--- src/rtl/dmem_ws.sv ---
// Data memory for the pipelined core: byte/half/word access with sign or zero
// extension, misalignment detection and a configurable wait-state stall.
module dmem_ws #(
    parameter int DEPTH       = 64,
    parameter int WAIT_CYCLES = 2
) (
    input  logic        clk,
    input  logic        reset,
    input  logic        req,
    input  logic        we,
    input  logic [2:0]  funct3,
    input  logic [31:0] a,
    input  logic [31:0] wd,
    output logic [31:0] rd,
    output logic        stall,
    output logic        misaligned
);

    localparam int AW = $clog2(DEPTH);

    typedef enum logic [1:0] {
        S_IDLE = 2'd0,
        S_WAIT = 2'd1,
        S_DONE = 2'd2
    } state_t;

    logic [31:0]   mem [DEPTH];
    logic [AW-1:0] idx;
    logic          illegal;
    logic          mis_dec;
    logic          wr_en;
    logic [AW-1:0] wr_idx;
    logic [3:0]    wr_be;
    logic [31:0]   wr_data;
    logic          unused_addr;

    assign idx         = a[AW+1:2];
    assign unused_addr = ^a[31:AW+2];

    function automatic logic [31:0] fmt_load(input logic [31:0] w,
                                             input logic [1:0]  off,
                                             input logic [2:0]  f3);
        logic [7:0]  b;
        logic [15:0] h;
        b = w[8*off +: 8];
        h = off[1] ? w[31:16] : w[15:0];
        case (f3)
            3'b000:  fmt_load = {{24{b[7]}}, b};
            3'b001:  fmt_load = {{16{h[15]}}, h};
            3'b010:  fmt_load = w;
            3'b100:  fmt_load = {24'b0, b};
            3'b101:  fmt_load = {16'b0, h};
            default: fmt_load = '0;
        endcase
    endfunction

    function automatic logic [3:0] lane_be(input logic [1:0] size,
                                           input logic [1:0] off);
        case (size)
            2'b00:   lane_be = 4'b0001 << off;
            2'b01:   lane_be = off[1] ? 4'b1100 : 4'b0011;
            default: lane_be = 4'b1111;
        endcase
    endfunction

    function automatic logic [31:0] lane_data(input logic [1:0]  size,
                                              input logic [31:0] d);
        case (size)
            2'b00:   lane_data = {4{d[7:0]}};
            2'b01:   lane_data = {2{d[15:0]}};
            default: lane_data = d;
        endcase
    endfunction

    // Loads accept the unsigned variants; stores accept only sb/sh/sw.
    always_comb begin
        illegal = 1'b1;
        case (funct3)
            3'b000, 3'b001, 3'b010: illegal = 1'b0;
            3'b100, 3'b101:         illegal = we;
            default:                illegal = 1'b1;
        endcase
    end

    assign mis_dec = illegal
                   | ((funct3[1:0] == 2'b01) & a[0])
                   | ((funct3[1:0] == 2'b10) & (a[1:0] != 2'b00));
    assign misaligned = req & mis_dec;

    always_ff @(posedge clk) begin
        if (wr_en) begin
            for (int i = 0; i < 4; i++) begin
                if (wr_be[i]) begin
                    mem[wr_idx][8*i +: 8] <= wr_data[8*i +: 8];
                end
            end
        end
    end

    generate
        if (WAIT_CYCLES == 0) begin : g_nowait
            assign wr_en   = req & we & ~mis_dec & ~reset;
            assign wr_idx  = idx;
            assign wr_be   = lane_be(funct3[1:0], a[1:0]);
            assign wr_data = lane_data(funct3[1:0], wd);
            assign rd      = (req & ~we & ~mis_dec & ~reset)
                           ? fmt_load(mem[idx], a[1:0], funct3) : '0;
            assign stall   = 1'b0;
        end else begin : g_wait
            localparam logic [3:0] CNT_INIT = 4'(WAIT_CYCLES - 1);

            state_t        state;
            logic [3:0]    cnt;
            logic [AW-1:0] idx_q;
            logic [1:0]    off_q;
            logic [31:0]   wd_q;
            logic          we_q;
            logic [2:0]    f3_q;
            logic [31:0]   rdata_q;

            always_ff @(posedge clk or posedge reset) begin
                if (reset) begin
                    state   <= S_IDLE;
                    cnt     <= '0;
                    idx_q   <= '0;
                    off_q   <= '0;
                    wd_q    <= '0;
                    we_q    <= 1'b0;
                    f3_q    <= '0;
                    rdata_q <= '0;
                end else begin
                    case (state)
                        S_IDLE: begin
                            if (req && !mis_dec) begin
                                idx_q <= idx;
                                off_q <= a[1:0];
                                wd_q  <= wd;
                                we_q  <= we;
                                f3_q  <= funct3;
                                cnt   <= CNT_INIT;
                                if (WAIT_CYCLES > 1) begin
                                    state <= S_WAIT;
                                end else begin
                                    state   <= S_DONE;
                                    rdata_q <= mem[idx];
                                end
                            end
                        end
                        S_WAIT: begin
                            if (!req) begin
                                state <= S_IDLE;
                                cnt   <= '0;
                            end else if (cnt <= 4'd1) begin
                                state   <= S_DONE;
                                cnt     <= '0;
                                rdata_q <= mem[idx_q];
                            end else begin
                                cnt <= cnt - 4'd1;
                            end
                        end
                        default: state <= S_IDLE;
                    endcase
                end
            end

            // A store lands on the edge leaving DONE, so a following load's
            // array read (on a later edge) always sees it.
            assign wr_en   = (state == S_DONE) & req & we_q & ~reset;
            assign wr_idx  = idx_q;
            assign wr_be   = lane_be(f3_q[1:0], off_q);
            assign wr_data = lane_data(f3_q[1:0], wd_q);

            assign rd    = ((state == S_DONE) & req & ~we_q & ~reset)
                         ? fmt_load(rdata_q, off_q, f3_q) : '0;
            assign stall = ~reset & req
                         & (((state == S_IDLE) & ~mis_dec) | (state == S_WAIT));
        end
    endgenerate

endmodule

--- config.mk ---
export PLATFORM = sky130hd
export DESIGN_NAME = dmem_ws
export DESIGN_NICKNAME = d
export VERILOG_FILES = /design/src/rtl/dmem_ws.sv
export SDC_FILE = /design/constraint.sdc
export NUM_CORES = 2
export LEC_CHECK = 0
export ABC_CLOCK_PERIOD_IN_PS = 5100
export CORE_MARGIN = 2
export CORE_UTILIZATION = 38
export DETAILED_ROUTE_END_ITERATION = 7
export GPL_TIMING_DRIVEN = 1
export PLACE_DENSITY = 0.5
export SLEW_MARGIN = 20
export SYNTH_ARGS = -nofsm -noshare
export SYNTH_HDL_FRONTEND = slang
export SYNTH_SLANG_ARGS = --single-unit
--- constraint.sdc ---
create_clock -name clk -period 5.1 [get_ports clk]
set_clock_uncertainty 0.2 [all_clocks]
set_input_delay 1.02 -clock clk [delete_from_list [all_inputs] [get_ports clk]]
set_output_delay 1.02 -clock clk [all_outputs]
set_load 0.03 [all_outputs]
Fig. 1: clock wiring as the flow saved it
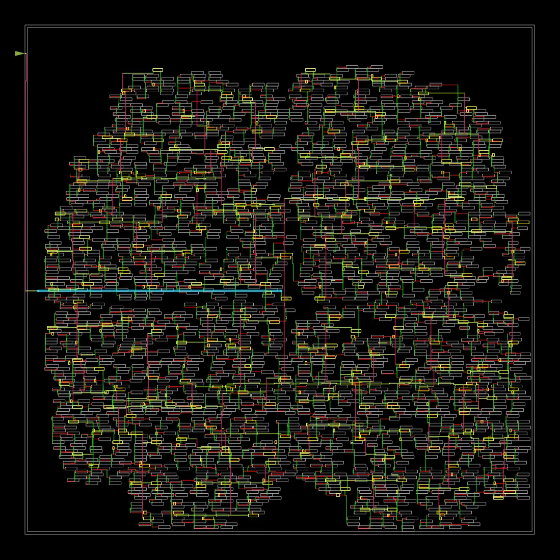
clkbuf count: 290
total clock sinks: 2130

Fig. 2: PDN straps and rails
Scale bar: 100 µm. Pins as bars on the die edge.
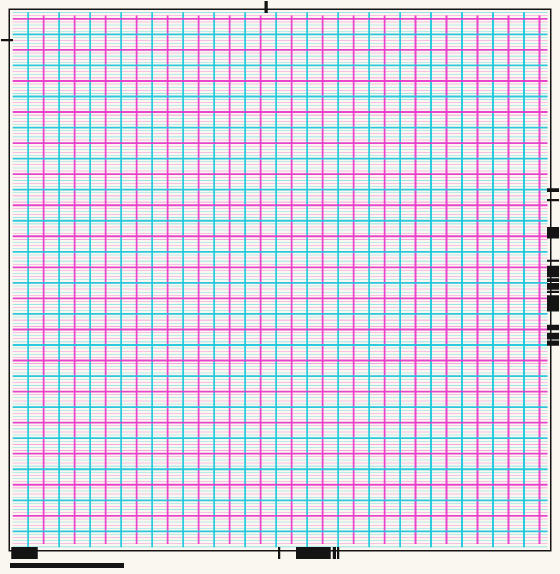
VSS -> cyan
VDD -> magenta
met1 rails = 173
met5 straps = 34
met4 straps = 34
rows = 172
signal pins = 105
die width: 473 µm
core area: 0.219 mm²

Fig. 3: signal wires by layer
Scale bar: 100 µm. Two of the layers only.
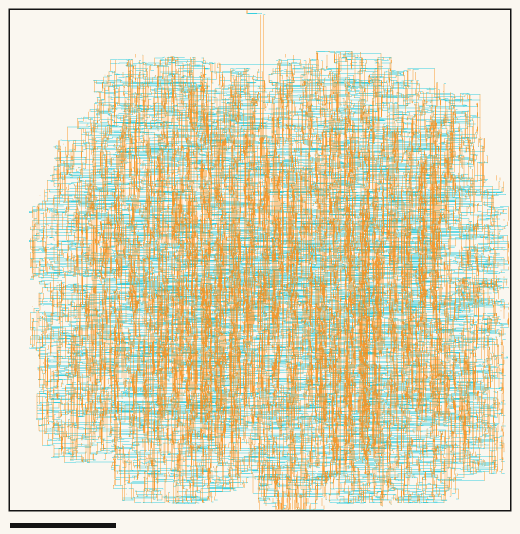
M2 -> orange  # wire length 129 mm
M1 -> cyan  # wire length 118 mm
DR WL/cell: 35.1 µm
DR vias: 48600

Fig. 4: the metal 3 layer
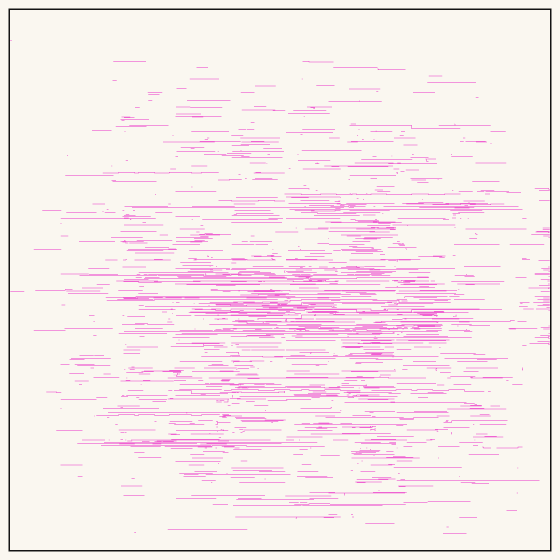
longest straight run = 204 µm
nets with wire on the layer = 587
wire length on this layer = 27.0 mm
met3 Usage GRT: 5.91%
total routed wirelength: 288 mm

==> impl_metrics.csv <==
group,metric,value,unit
outcome,status,"finished, final reports clean",
final_layout,nFillCells,19000,
grt,track_usage,25.4,%
final_layout,clkCellAreaFrac,7.27,%
final_layout,comb_share,18.9,%
timing,finalClockPeriodUsage,95.8,%
synth,syn_area,0.0835,mm²
final_layout,reg_top3,"mem x2048, g_wait.rdata_q x32, g_wait.wd_q x32",
synth,ys_chip_area,0.0835,mm²
floorplan,rows,172,
setup_path,reg2reg_from,"g_wait.idx_q[0]$_DFFE_PP0P_",
synth,ys_seq_share,76.1,%
timing,rsz0062_at_grt,"no",
power,seq_power_share,44.0,%
setup_path,worstPathRequired,3880,ps
worst_hold_path,hold_path_end,"g_wait.wd_q[22]$_DFFE_PP0P_",
power,p_clk,16.0,mW
clocking,cts_made_buffers,220,
synth,syn_area_per_cell,18.0,µm²
synth,ys_types,73,
synth,xor_share,0,%
final_layout,final_cells,8202,
floorplan,die_area,0.224,mm²
worst_hold_path,min_path_type,"register to register",
worst_hold_path,min-delay-start,"g_wait.wd_q[22]$_DFFE_PP0P_",
final_layout,design_area,0.0982,mm²
worst_hold_path,hold_path_depth,1,
grt,grt_pass1_vias,46800,
placement,dp.cells,7780,
timing,drv_slew,0,
final_layout,buffers,583,
grt,grt.met1_usage,35.2,%
final_layout,largest_register_ffs,2048,
clocking,root_buffer,"clkbuf_16",
final_layout,area_share_nonclk_buffers,5.35,%
final_layout,antenna_cells,6,
synth,top_area_share,73.6,%
synth,top_logic_kind,"multiplexers",
floorplan,taps,2871,
power,power.density,527,mW/mm²
synth,ys_sh_mux,11.3,%
setup_path,path_buffers,3,
clocking,cts.repair.resized,0,
timing,fin_ws,213,ps
clocking,path_clk_slew,60,ps
detailed_routing,drc,0,
final_layout,final_util,44.8,%
clocking,post_cts_buffers,0,
setup_path,critPathCaptureType,"primary output",
job,cap_violations,0,
synth,synth-main-ff-cell,"edfxtp_1",
detailed_routing,drtIter0Drc,6382,
job,warnings,52,
final_layout,combGateArea,0.0186,mm²
detailed_routing,dr_wl_met2,129,mm
detailed_routing,drt-met1-wl,118,mm
setup_path,cpLargestDelayFamily,"AND-OR/OR-AND gates",
floorplan,initial_core_util,38.1,%
final_layout,multi_input_comb_cells,2187,
setup_path,crit_arrival,3670,ps
power,max-vdd-ir-drop,0.337,mV
timing,maxSlewHeadroom,15.3,%
detailed_routing,first_pass_iters,7,
setup_path,start_kind,"register",
grt,grt-ovfl-total,0,
timing,setup_viol,0,
timing,final-hold-violation-count,0,
synth,yosys-top-cells-count,"edfxtp_1, mux2i_1, nor2_1",
synth,synthTopCellsByArea,"edfxtp_1, mux4_2, mux2i_1",
power,p_leak,31.7,nW
synth,ys_sh_adder,0.0300,%
setup_path,cp_slowest_cell,"dfrtp_2",
timing,tns,0,ps
synth,ys_ff,2130,
synth,ys_sh_simple,3.35,%
power,total_power,51.7,mW
power,comb_power,13.0,mW
setup_path,rr_worst_depth,4,
setup_path,cp_max_fo,24,
detailed_routing,wl_met3,27.0,mm
power,seq_cell_power,22.7,mW
clocking,clk_latency,880,ps
synth,yosys_warnings,0,
detailed_routing,vias_per_cell,5.93,
final_layout,sh_seq_area,64.7,%
placement,gp_congestion,0.876,
timing,tightestPinTransition,1270,ps
grt,grt_busiest_layer,"met2",
synth,ys_async_sr_fraction,3.85,%
timing,holdWs,303,ps
synth,synth.most_common_cell,"edfxtp_1",
final_layout,drive_above_1_share,22.9,%
clocking,cts_buffer_depth,3,
synth,ys_cells,4649,
power,power.group.top,"registers",
placement,port-buffer-count,80,
detailed_routing,dr.max_layer_used,"met5",
placement,dp_slack,853,ps
synth,top_area_cell,"edfxtp_1",
final_layout,final_nets,5205,
synth,aoi_share,7.23,%
grt,grt_max_degree,78,
setup_path,ff2ff_setup_slack,1100,ps
power,swShare,33.0,%
setup_path,r2r_end,"mem[58][23]$_DFFE_PP_",
setup_path,crit_end,"rd[12]",
final_layout,lay_top_cells,"edfxtp_1, buf_4, mux2i_1",
grt,grt_pass1_wl,393,mm
placement,place_hpwl,187,mm
power,p_sw,17.1,mW
power,comb_power_share,25.1,%
final_layout,flop-count,2130,
placement,dpl_cell_area,0.0910,mm²
power,internal_power,34.6,mW
clocking,ctsHoldBuffers,0,
timing,period_needed,4890,ps
synth,synth_nets,4722,
clocking,cts_tree,"built",
timing,fmax,205,MHz
final_layout,largestClassByArea,"registers",
detailed_routing,detail-route-antenna-nets,0,
grt,antenna_found_initial,21,
setup_path,path_class,"register to primary output",
final_layout,top_register,"mem",
setup_path,slowest_delay,720,ps
setup_path,cp.depth,7,
floorplan,io_pins,105,
clocking,htreeDepth,4,
final_layout,syn_to_final_growth,17.6,%
grt,use_met2,38.5,%
final_layout,mostFrequentLayoutCell,"edfxtp_1",
power,power_frac_clock,30.9,%
final_layout,seq_area,0.0636,mm²
final_layout,nNonClkInverters,10,
setup_path,path_cells,"inv_1 -> nor3_2 -> buf_4 -> o21bai_1 -> a22oi_1 -> a21oi_1 -> buf_12",
setup_path,critPathLaunch,"g_wait.f3_q[1]$_DFFE_PP0P_",
synth,syn_inst,4649,
synth,edf_count,2048,
Power and IR drop assume default switching activity.
